===== config.mk =====
export PLATFORM = sky130hd
export DESIGN_NAME = imu_fusion_pipeline_flat
export DESIGN_NICKNAME = d
export VERILOG_FILES = /design/src/rtl/imu_fusion_pkg.sv /design/src/rtl/imu_fusion_pipeline_if.sv /design/src/rtl/imu_moving_average.sv /design/src/rtl/imu_fusion_pipeline.sv /design/src/flat_wrapper.sv
export SDC_FILE = /design/constraint.sdc
export NUM_CORES = 1
export LEC_CHECK = 0
export CORE_ASPECT_RATIO = 0.8
export CORE_UTILIZATION = 60
export DETAILED_ROUTE_END_ITERATION = 10
export PLACE_DENSITY = 0.92
export SLEW_MARGIN = 40
export SYNTH_ARGS = -nofsm -noshare
export SYNTH_HDL_FRONTEND = slang
export SYNTH_SLANG_ARGS = --single-unit

===== constraint.sdc =====
create_clock -name Clock -period 8.35 [get_ports Clock]
set_clock_uncertainty 0.15 [all_clocks]
set_input_delay 0.835 -clock Clock [delete_from_list [all_inputs] [get_ports Clock]]
set_output_delay 0.835 -clock Clock [all_outputs]
set_load 0.02 [all_outputs]

===== src/rtl/imu_fusion_pkg.sv =====
// -----------------------------------------------------------------------------
// imu_fusion_pkg
// Shared types and helpers for the time-multiplexed IMU fusion pipeline.
//   fsmState_t    : sequencer states IDLE -> AVG -> FUSE -> DONE
//   INT_GUARD_W   : guard bits added to DATA_W for the fusion arithmetic
//   sumWidth()    : running-sum width of the moving average (DATA_W+AVG_LOG2)
//   intWidth()    : internal fusion width (DATA_W+INT_GUARD_W)
//   sat_to_width(): clamp a signed value into a signed field of given width
// -----------------------------------------------------------------------------
package imu_fusion_pkg;

    typedef enum logic [1:0] {
        IDLE = 2'd0,
        AVG  = 2'd1,
        FUSE = 2'd2,
        DONE = 2'd3
    } fsmState_t;

    localparam int INT_GUARD_W = 2;

    // A sum of 2^avgLog2 samples of dataW bits never needs more than this.
    function automatic int sumWidth(input int dataW, input int avgLog2);
        return dataW + avgLog2;
    endfunction

    function automatic int intWidth(input int dataW);
        return dataW + INT_GUARD_W;
    endfunction

    function automatic logic signed [31:0] sat_to_width(input logic signed [31:0] value,
                                                         input int width);
        logic signed [31:0] hiLim;
        logic signed [31:0] loLim;
        hiLim = (32'sd1 <<< (width - 1)) - 32'sd1;
        loLim = -(32'sd1 <<< (width - 1));
        if (value > hiLim)
            return hiLim;
        else if (value < loLim)
            return loLim;
        else
            return value;
    endfunction

endpackage


===== src/rtl/imu_fusion_pipeline_if.sv =====
// -----------------------------------------------------------------------------
// imu_fusion_pipeline_if
// Sample-in / angle-out bundle of the IMU fusion pipeline.
//   DataValid, AccelIn, GyroIn     : producer -> pipeline (channel 0 in LSBs)
//   InputReady                     : pipeline can take a new strobe
//   FilteredAccel, AngleOut        : per-channel results, channel 0 in LSBs
//   AngleValid                     : one-cycle pulse when results update
//   Overrun                        : sticky, a strobe arrived while busy
// master = sample producer / result consumer, slave = the pipeline.
// -----------------------------------------------------------------------------
interface imu_fusion_pipeline_if #(
    parameter int CHANNELS = 2,
    parameter int DATA_W   = 10
);
    logic                         DataValid;
    logic [CHANNELS*DATA_W-1:0]   AccelIn;
    logic [CHANNELS*DATA_W-1:0]   GyroIn;
    logic                         InputReady;
    logic [CHANNELS*DATA_W-1:0]   FilteredAccel;
    logic [CHANNELS*DATA_W-1:0]   AngleOut;
    logic                         AngleValid;
    logic                         Overrun;

    modport master (
        output DataValid, AccelIn, GyroIn,
        input  InputReady, FilteredAccel, AngleOut, AngleValid, Overrun
    );

    modport slave (
        input  DataValid, AccelIn, GyroIn,
        output InputReady, FilteredAccel, AngleOut, AngleValid, Overrun
    );
endinterface


===== src/rtl/imu_moving_average.sv =====
// -----------------------------------------------------------------------------
// imu_moving_average
// Channel-multiplexed ring-buffer moving average, depth 2^AVG_LOG2.
// One channel is updated per cycle; all channels share one write pointer,
// which moves on only after the last channel of a sample has been written.
//   clk, rst  : clock, asynchronous active-high reset (history/sums/ptr = 0)
//   update    : write sampleIn into channel chSel this cycle
//   advance   : step the shared write pointer (wraps modulo depth)
//   chSel     : channel being updated
//   sampleIn  : new signed sample
//   avgOut    : floor((sum + new - oldest) / depth), combinational
// -----------------------------------------------------------------------------
module imu_moving_average
    import imu_fusion_pkg::*;
#(
    parameter int CHANNELS = 2,
    parameter int DATA_W   = 10,
    parameter int AVG_LOG2 = 3,
    parameter int CH_W     = (CHANNELS > 1) ? $clog2(CHANNELS) : 1
)(
    input  logic                     clk,
    input  logic                     rst,
    input  logic                     update,
    input  logic                     advance,
    input  logic [CH_W-1:0]          chSel,
    input  logic signed [DATA_W-1:0] sampleIn,
    output logic signed [DATA_W-1:0] avgOut
);
    localparam int DEPTH = 1 << AVG_LOG2;
    localparam int SUM_W = sumWidth(DATA_W, AVG_LOG2);

    logic signed [DATA_W-1:0] hist [CHANNELS][DEPTH];
    logic signed [SUM_W-1:0]  runSum [CHANNELS];
    logic [AVG_LOG2-1:0]      wrPtr;
    logic signed [SUM_W-1:0]  newSum;

    // The updated window sum always fits SUM_W, so wrap-around in the
    // intermediate add/subtract cancels out.
    assign newSum = runSum[chSel] + SUM_W'(sampleIn) - SUM_W'(hist[chSel][wrPtr]);
    assign avgOut = DATA_W'(newSum >>> AVG_LOG2);

    always_ff @(posedge clk or posedge rst) begin
        if (rst) begin
            wrPtr <= '0;
            for (int c = 0; c < CHANNELS; c++) begin
                runSum[c] <= '0;
                for (int d = 0; d < DEPTH; d++)
                    hist[c][d] <= '0;
            end
        end else begin
            if (update) begin
                runSum[chSel]      <= newSum;
                hist[chSel][wrPtr] <= sampleIn;
            end
            if (advance)
                wrPtr <= wrPtr + AVG_LOG2'(1);
        end
    end
endmodule


===== src/rtl/imu_fusion_pipeline.sv =====
// -----------------------------------------------------------------------------
// imu_fusion_pipeline
// Time-multiplexed moving-average + complementary filter for CHANNELS
// accel/gyro axis pairs. A strobe in IDLE latches all channels; AVG then
// filters one accel channel per cycle, FUSE merges one channel per cycle,
// DONE pulses AngleValid. Latency 2*CHANNELS+1, one sample per
// 2*CHANNELS+2 cycles.
//   Clock, Reset : clock, asynchronous active-high reset
//   imu          : imu_fusion_pipeline_if.slave (see interface header)
// Optional build macro IMU_ACCEL_SEED_EN: the first FUSE pass after reset
// loads each angle straight from its filtered accel value.
// -----------------------------------------------------------------------------
module imu_fusion_pipeline
    import imu_fusion_pkg::*;
#(
    parameter int CHANNELS    = 2,
    parameter int DATA_W      = 10,
    parameter int AVG_LOG2    = 3,
    parameter int GYRO_SHIFT  = 6,
    parameter int ALPHA_SHIFT = 4
)(
    input  logic                  Clock,
    input  logic                  Reset,
    imu_fusion_pipeline_if.slave  imu
);
    localparam int CH_W  = (CHANNELS > 1) ? $clog2(CHANNELS) : 1;
    localparam int INT_W = intWidth(DATA_W);

    fsmState_t state, nextState;
    logic      readyComb, validComb;

    logic [CH_W-1:0]          chIdx;
    logic                     lastCh;
    logic signed [DATA_W-1:0] accelLat [CHANNELS];
    logic signed [DATA_W-1:0] gyroLat  [CHANNELS];
    logic signed [DATA_W-1:0] facc     [CHANNELS];
    logic signed [DATA_W-1:0] angle    [CHANNELS];
    logic                     overrun;
    logic signed [DATA_W-1:0] avgOut;

    logic signed [INT_W-1:0]  gyroTerm, predicted, corr, fused;
    logic signed [DATA_W-1:0] fusedSat, angleNext;
    logic [CHANNELS*DATA_W-1:0] faccPacked, anglePacked;

`ifdef IMU_ACCEL_SEED_EN
    logic seeded;
`endif

    assign lastCh = (chIdx == CH_W'(CHANNELS - 1));

    always_ff @(posedge Clock or posedge Reset) begin
        if (Reset)
            state <= IDLE;
        else
            state <= nextState;
    end

    always_comb begin
        nextState = state;
        readyComb = 1'b0;
        validComb = 1'b0;
        case (state)
            IDLE: begin
                readyComb = 1'b1;
                if (imu.DataValid)
                    nextState = AVG;
            end
            AVG:  if (lastCh) nextState = FUSE;
            FUSE: if (lastCh) nextState = DONE;
            DONE: begin
                validComb = 1'b1;
                nextState = IDLE;
            end
            default: nextState = IDLE;
        endcase
    end

    imu_moving_average #(
        .CHANNELS (CHANNELS),
        .DATA_W   (DATA_W),
        .AVG_LOG2 (AVG_LOG2),
        .CH_W     (CH_W)
    ) uAvg (
        .clk      (Clock),
        .rst      (Reset),
        .update   (state == AVG),
        .advance  ((state == AVG) && lastCh),
        .chSel    (chIdx),
        .sampleIn (accelLat[chIdx]),
        .avgOut   (avgOut)
    );

    // Complementary filter for the channel selected by chIdx. Guard bits
    // keep angle+rate and the correction difference from wrapping before
    // the final clamp.
    always_comb begin
        gyroTerm  = INT_W'(gyroLat[chIdx]) >>> GYRO_SHIFT;
        predicted = INT_W'(angle[chIdx]) + gyroTerm;
        corr      = (predicted - INT_W'(facc[chIdx])) >>> ALPHA_SHIFT;
        fused     = predicted - corr;
        fusedSat  = DATA_W'(sat_to_width(32'(fused), DATA_W));
`ifdef IMU_ACCEL_SEED_EN
        angleNext = seeded ? fusedSat : facc[chIdx];
`else
        angleNext = fusedSat;
`endif
    end

    always_ff @(posedge Clock or posedge Reset) begin
        if (Reset) begin
            chIdx   <= '0;
            overrun <= 1'b0;
            for (int c = 0; c < CHANNELS; c++) begin
                accelLat[c] <= '0;
                gyroLat[c]  <= '0;
                facc[c]     <= '0;
                angle[c]    <= '0;
            end
`ifdef IMU_ACCEL_SEED_EN
            seeded <= 1'b0;
`endif
        end else begin
            // Strobes outside IDLE (DONE included) are dropped but remembered.
            if (imu.DataValid && (state != IDLE))
                overrun <= 1'b1;
            case (state)
                IDLE: begin
                    if (imu.DataValid) begin
                        chIdx <= '0;
                        for (int c = 0; c < CHANNELS; c++) begin
                            accelLat[c] <= imu.AccelIn[c*DATA_W +: DATA_W];
                            gyroLat[c]  <= imu.GyroIn[c*DATA_W +: DATA_W];
                        end
                    end
                end
                AVG: begin
                    facc[chIdx] <= avgOut;
                    chIdx       <= lastCh ? '0 : chIdx + CH_W'(1);
                end
                FUSE: begin
                    angle[chIdx] <= angleNext;
                    chIdx        <= lastCh ? '0 : chIdx + CH_W'(1);
                end
                DONE: begin
`ifdef IMU_ACCEL_SEED_EN
                    seeded <= 1'b1;
`endif
                end
                default: ;
            endcase
        end
    end

    always_comb begin
        faccPacked  = '0;
        anglePacked = '0;
        for (int c = 0; c < CHANNELS; c++) begin
            faccPacked[c*DATA_W +: DATA_W]  = facc[c];
            anglePacked[c*DATA_W +: DATA_W] = angle[c];
        end
    end

    assign imu.InputReady    = readyComb;
    assign imu.AngleValid    = validComb;
    assign imu.Overrun       = overrun;
    assign imu.FilteredAccel = faccPacked;
    assign imu.AngleOut      = anglePacked;
endmodule


===== src/flat_wrapper.sv =====
// flat-port wrapper written by rule: the top's interface ports become plain ports
module imu_fusion_pipeline_flat import imu_fusion_pkg::*;
#(
    parameter int CHANNELS    = 2,
    parameter int DATA_W      = 10,
    parameter int AVG_LOG2    = 3,
    parameter int GYRO_SHIFT  = 6,
    parameter int ALPHA_SHIFT = 4
)
  (Clock, Reset, imu_DataValid, imu_AccelIn, imu_GyroIn, imu_InputReady, imu_FilteredAccel, imu_AngleOut, imu_AngleValid, imu_Overrun);
  imu_fusion_pipeline_if #(.CHANNELS(CHANNELS), .DATA_W(DATA_W)) imu_i ();
  input  logic Clock;
  input  logic Reset;
  input wire logic [$bits(imu_i.DataValid)-1:0] imu_DataValid;
  input wire logic [$bits(imu_i.AccelIn)-1:0] imu_AccelIn;
  input wire logic [$bits(imu_i.GyroIn)-1:0] imu_GyroIn;
  output wire logic [$bits(imu_i.InputReady)-1:0] imu_InputReady;
  output wire logic [$bits(imu_i.FilteredAccel)-1:0] imu_FilteredAccel;
  output wire logic [$bits(imu_i.AngleOut)-1:0] imu_AngleOut;
  output wire logic [$bits(imu_i.AngleValid)-1:0] imu_AngleValid;
  output wire logic [$bits(imu_i.Overrun)-1:0] imu_Overrun;
  assign imu_i.DataValid = imu_DataValid;
  assign imu_i.AccelIn = imu_AccelIn;
  assign imu_i.GyroIn = imu_GyroIn;
  assign imu_InputReady = imu_i.InputReady;
  assign imu_FilteredAccel = imu_i.FilteredAccel;
  assign imu_AngleOut = imu_i.AngleOut;
  assign imu_AngleValid = imu_i.AngleValid;
  assign imu_Overrun = imu_i.Overrun;
  imu_fusion_pipeline #(.CHANNELS(CHANNELS), .DATA_W(DATA_W), .AVG_LOG2(AVG_LOG2), .GYRO_SHIFT(GYRO_SHIFT), .ALPHA_SHIFT(ALPHA_SHIFT)) u_core (.Clock(Clock), .Reset(Reset), .imu(imu_i));
endmodule

==> impl_metrics.json, run 1 <==
{
  "grt_overflow_total": 0,
  "clkbuf_count": 31,
  "whs_endpoint": "u_core.imu.Overrun$_DFFE_PP0P_",
  "dr.pass1.iters": 9,
  "die_h_um": 133,
  "top_usage_layer": "met2",
  "grt_max_degree": 104,
  "buffers": 97,
  "timing.final.ws_setup_ns": 1.31,
  "post_cts_buffers": 0,
  "synth-seq-cells": 241,
  "postCtsHoldBufs": 0,
  "core_area_mm2": 0.0209,
  "topCellsByArea": "dfrtp_1 (47%), mux4_2 (8.8%), a21oi_1 (6.2%)",
  "crit_start": "u_core.chIdx$_DFFE_PP0P_",
  "portBuffers": 73,
  "netlist_instances": 1221,
  "synth.distinct_cells": 62,
  "max_stage_delay_ns": 0.62,
  "drtIter0Drc": 1114,
  "fin_area_mm2": 0.0145,
  "top_logic_kind": "multiplexers",
  "rsz0062_at_grt": "no",
  "drv_cap": 0,
  "cts-resized-gates": 0,
  "yosysSeqAreaShare_pct": 46.9,
  "ys_warn_count": 0,
  "synthMostInstantiatedCell": "dfrtp_1",
  "boundaryPins": 86,
  "clock_area_share_pct": 4.93,
  "finalHoldViolations": 0,
  "cts_inserted_buffers": 23,
  "slew_violations": 0,
  "simple_gate_share_pct": 10.4,
  "inverters": 51,
  "grt_pass1_wl_mm": 51.7,
  "warnings": 45,
  "yosysTopAreaCell": "dfrtp_1",
  "met3_usage_pct": 6.04,
  "comb_cells": 833,
  "fin_crit_sh_pct": 84.3,
  "mi_logic_area_mm2": 0.00627,
  "worstSetupEndpointType": "flip-flop",
  "fp_util_pct": 61.6,
  "worst-slew-pin-transition_ns": 0.812,
  "drive_gt1_share_pct": 14.9,
  "edf_count": 0,
  "reg2reg_from": "u_core.chIdx$_DFFE_PP0P_",
  "setup_viol": 0,
  "grt_usage_pct": 29.6,
  "violations": "design-rule violations",
  "ys_cells": 1221,
  "hp-class": "reg -> reg",
  "critical_path.max_fanout": 31,
  "vias": 9883,
  "grt_pass1_vias": 9947,
  "insertion_delay_ns": 0.52,
  "gp_congestion": 0.878,
  "preCtsSetupSlack_ns": 1.38,
  "async_reset_ff_share_pct": 100,
  "antenna_found_initial": 0,
  "ys_sh_mux_pct": 14.4,
  "use_met1_pct": 41.1,
  "crit_path_top_delay_cell": "dfrtp_4",
  "hold_ws_ns": 0.312,
  "synth.avg_cell_area_um2": 10.5,
  "drt-wirelength-per-cell_um": 20.8,
  "drt-total-wl_mm": 31.8,
  "fillers": 1313,
  "ys_sh_xor_pct": 2.57,
  "ff_type": "dfrtp_1",
  "netlist.area_leader.share_pct": 46.9,
  "fin_crit_ns": 7.04,
  "top_area_cell_class": "logic gates",
  "ff2ff_path_depth": 26,
  "synthTopCellsByCount": "dfrtp_1 (241), a21oi_1 (159), nor2_1 (159)",
  "startpoint_type": "flip-flop",
  "drc": 8,
  "htree_levels": 1,
  "die_w_um": 166,
  "cts_sinks": 241,
  "yosysChipArea_mm2": 0.0129,
  "required_ns": 8.58,
  "tap_cells": 269,
  "die_area_mm2": 0.0220,
  "worstSetupPathType": "reg -> reg",
  "status": "finished, violations left",
  "slew-limit-headroom_pct": 45.9,
  "routed_via_density": 6.45,
  "antenna-diode-count": 0,
  "placed_cell_area_mm2": 0.0137,
  "compound_area_share_pct": 13.6
}
==> run 1: worst max-delay path: cells and delay by family (launching register included) <==
kind | cells | cell delay [ns]
AOI/OAI and AO/OA | 14 | 2.70
xor gates and xnor gates | 1 | 0.23
adders and majority gates | 3 | 1.05
buffers and inverters | 2 | 0.41
DFF | 1 | 0.62
muxes | 1 | 0.51
and+or+nand+nor | 5 | 1.21
==> run 1: layer usage <==
| layer | wire length [um] | part of all wire (%) | up-vias |
|---|---|---|---|
| li1 | - | - | 4313 |
| met1 | 12700 | 40 | 4804 |
| met2 | 14800 | 46 | 636 |
| met3 | 3250 | 10 | 130 |
| met4 | 1160 | 3.6 | 0 |
| met5 | 0 | 0 | - |
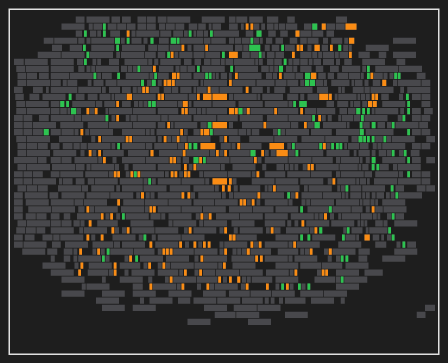
Run 1: selected gate families
orange -> nor cells  # cells 183
green -> nand cells  # cells 123
Post-Layout Cell Count: 1532
dominant logic cell type in the layout: dfrtp_1

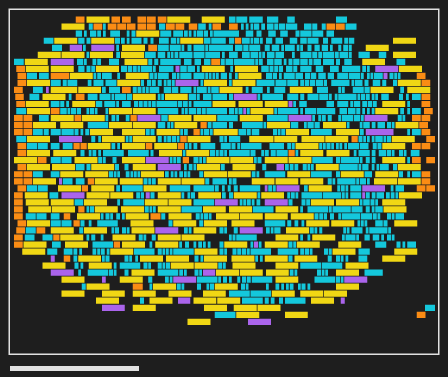
Run 1: cells colored by class
The bar under the picture is 50 um long.
yellow -> sequential cells  # cells 241, share of their area 43%
purple -> clock drivers and dummy loads  # cells 41, share of their area 5.0%
orange -> remaining buffers and delay cells  # cells 97, share of their area 6.6%
cyan -> combinational and other logic  # cells 884, share of their area 46%
Cell Rows: 47
final core occ: 69.4%
flop share of the area: 41.7%

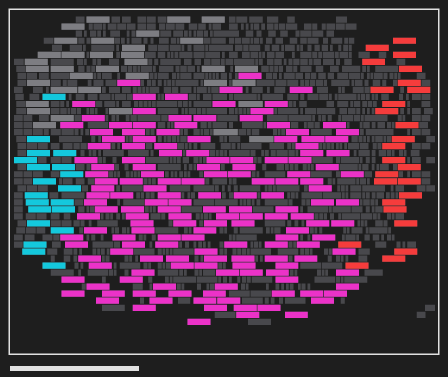
Run 1: sequential cells grouped by signal name
The bar under the picture is 50 um long. Other sequential cells in the stronger gray, the rest of the logic in the fainter gray.
cyan -> `u_core.accelLat`  # placed flops 20, where west
red -> `u_core.uAvg.runSum`  # placed flops 26
magenta -> `u_core.uAvg.hist`  # placed flops 160
not colored = 35
Flop area: 0.00604 mm2

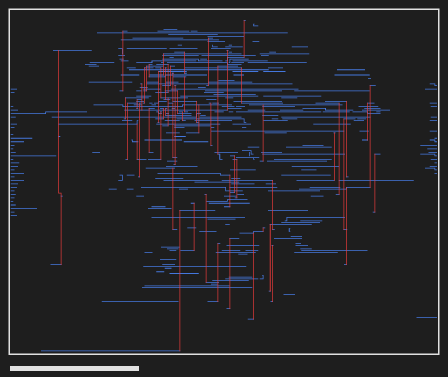
Run 1: signal wires by layer
The bar under the picture is 50 um long. Two of the layers only.
red -> metal 4  # wire length 1160 um
blue -> metal 3  # wire length 3250 um

Run 1, routing congestion map:
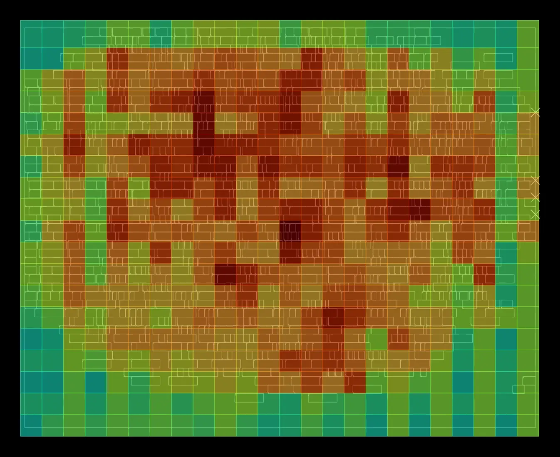

--- run 2 (diff from run 1) ---
clock period = 6.51 ns   (was 8.35 ns; I/O delays follow)
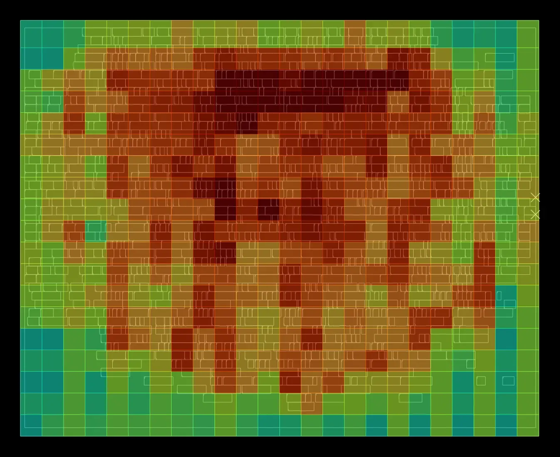
Run 2: routing congestion map
met2 usage: 49.9%
final core occ: 71.6%
detailed-route wire length per cell: 24.0 um
Total GRT Usage: 31.8%

==> impl_metrics.json, run 2 <==
{
  "critical_path.max_fanout": 8,
  "synth.avg_cell_area_um2": 10.5,
  "crit_path_top_delay_cell": "dfrtp_4",
  "die_w_um": 166,
  "reg2reg_from": "u_core.chIdx$_DFFE_PP0P_",
  "timing.final.ws_setup_ns": -0.202,
  "drtIter0Drc": 1656,
  "fp_util_pct": 61.6,
  "required_ns": 6.76,
  "post_cts_buffers": 1,
  "insertion_delay_ns": 0.54,
  "grt_pass1_vias": 10292,
  "drc": 4,
  "yosysTopAreaCell": "dfrtp_1",
  "warnings": 45,
  "fillers": 1228,
  "netlist.area_leader.share_pct": 46.9,
  "cts-resized-gates": 4,
  "slew-limit-headroom_pct": 35.8,
  "grt_pass1_wl_mm": 55.2,
  "top_logic_kind": "multiplexers",
  "buffers": 117,
  "boundaryPins": 86,
  "async_reset_ff_share_pct": 100,
  "worst-slew-pin-transition_ns": 0.936,
  "preCtsSetupSlack_ns": -0.0654,
  "drive_gt1_share_pct": 18.3,
  "clock_area_share_pct": 5.48,
  "use_met1_pct": 43.5,
  "grt_overflow_total": 0,
  "wl_met2_mm": 16.9,
  "ys_sh_mux_pct": 14.4,
  "fin_crit_sh_pct": 103,
  "setup_viol": 18,
  "mi_logic_area_mm2": 0.00644,
  "fin_area_mm2": 0.0150,
  "cts_inserted_buffers": 24,
  "grt_max_degree": 111,
  "placed_cell_area_mm2": 0.0139,
  "violations": "design-rule violations, negative setup slack",
  "hp-class": "reg -> reg",
  "path_buffers": 4,
  "synthMostInstantiatedCell": "dfrtp_1",
  "synth.distinct_cells": 62,
  "netlist_instances": 1221,
  "drt-met1-wl_mm": 13.5,
  "crit_family": "AND-OR/OR-AND gates",
  "seq_share_pct": 40.4,
  "startpoint_type": "flip-flop",
  "compound_area_share_pct": 13.6,
  "die_area_mm2": 0.0220,
  "finalHoldViolations": 0,
  "simple_gate_share_pct": 10.4,
  "seq_area_mm2": 0.00604,
  "yosysSeqAreaShare_pct": 46.9,
  "whs_endpoint": "u_core.imu.Overrun$_DFFE_PP0P_",
  "lay_top_count": "dfrtp_1",
  "cp.depth": 27,
  "cts_sinks": 241,
  "dr.pass1.iters": 9,
  "wl_met3_mm": 4.71,
  "topRoutingLayerUsed": "met4",
  "crit_start": "u_core.chIdx$_DFFE_PP0P_",
  "drv_cap": 0,
  "htree_levels": 1,
  "max_stage_delay_ns": 0.52,
  "antenna_found_initial": 0,
  "top_area_cell_class": "logic gates",
  "ff2ff_path_depth": 27,
  "rows": 47,
  "status": "finished, violations left",
  "clkbuf_count": 32,
  "worstSetupEndpointType": "flip-flop"
}
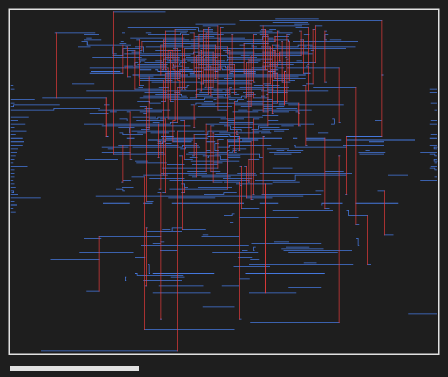
Run 2: signal wires by layer
The bar under the picture is 50 um long. Two of the layers only.
blue -> metal 3  # wire length 4710 um
red -> metal 4  # wire length 2200 um
via count: 10586
final WL: 37.3 mm

==> run 2: cell count changes in the layout (fill, tap and decap cells not counted), sizes merged <==
cell / change
bufinv: +1
clkbuf: +1
inv: -2
nand4: +1
clkinv: -2
clkinvlp: +5
buf: +20
==> run 2: stage by stage <==
stage | hold slack (ns) | utilization, % | TNS (ns) | std cells
2_1_floorplan | 0.295 | - | 0 | 1221
3_3_place_gp | 0.306 | 66.0 | 0 | 1496
3_5_place_dp | 0.304 | 66.4 | -0.194 | 1498
4_1_cts | 0.325 | 70.5 | 0 | 1543
5_1_grt | 0.352 | 71.6 | -2.96 | 1556
6_report | 0.318 | 71.6 | -2.55 | 1556
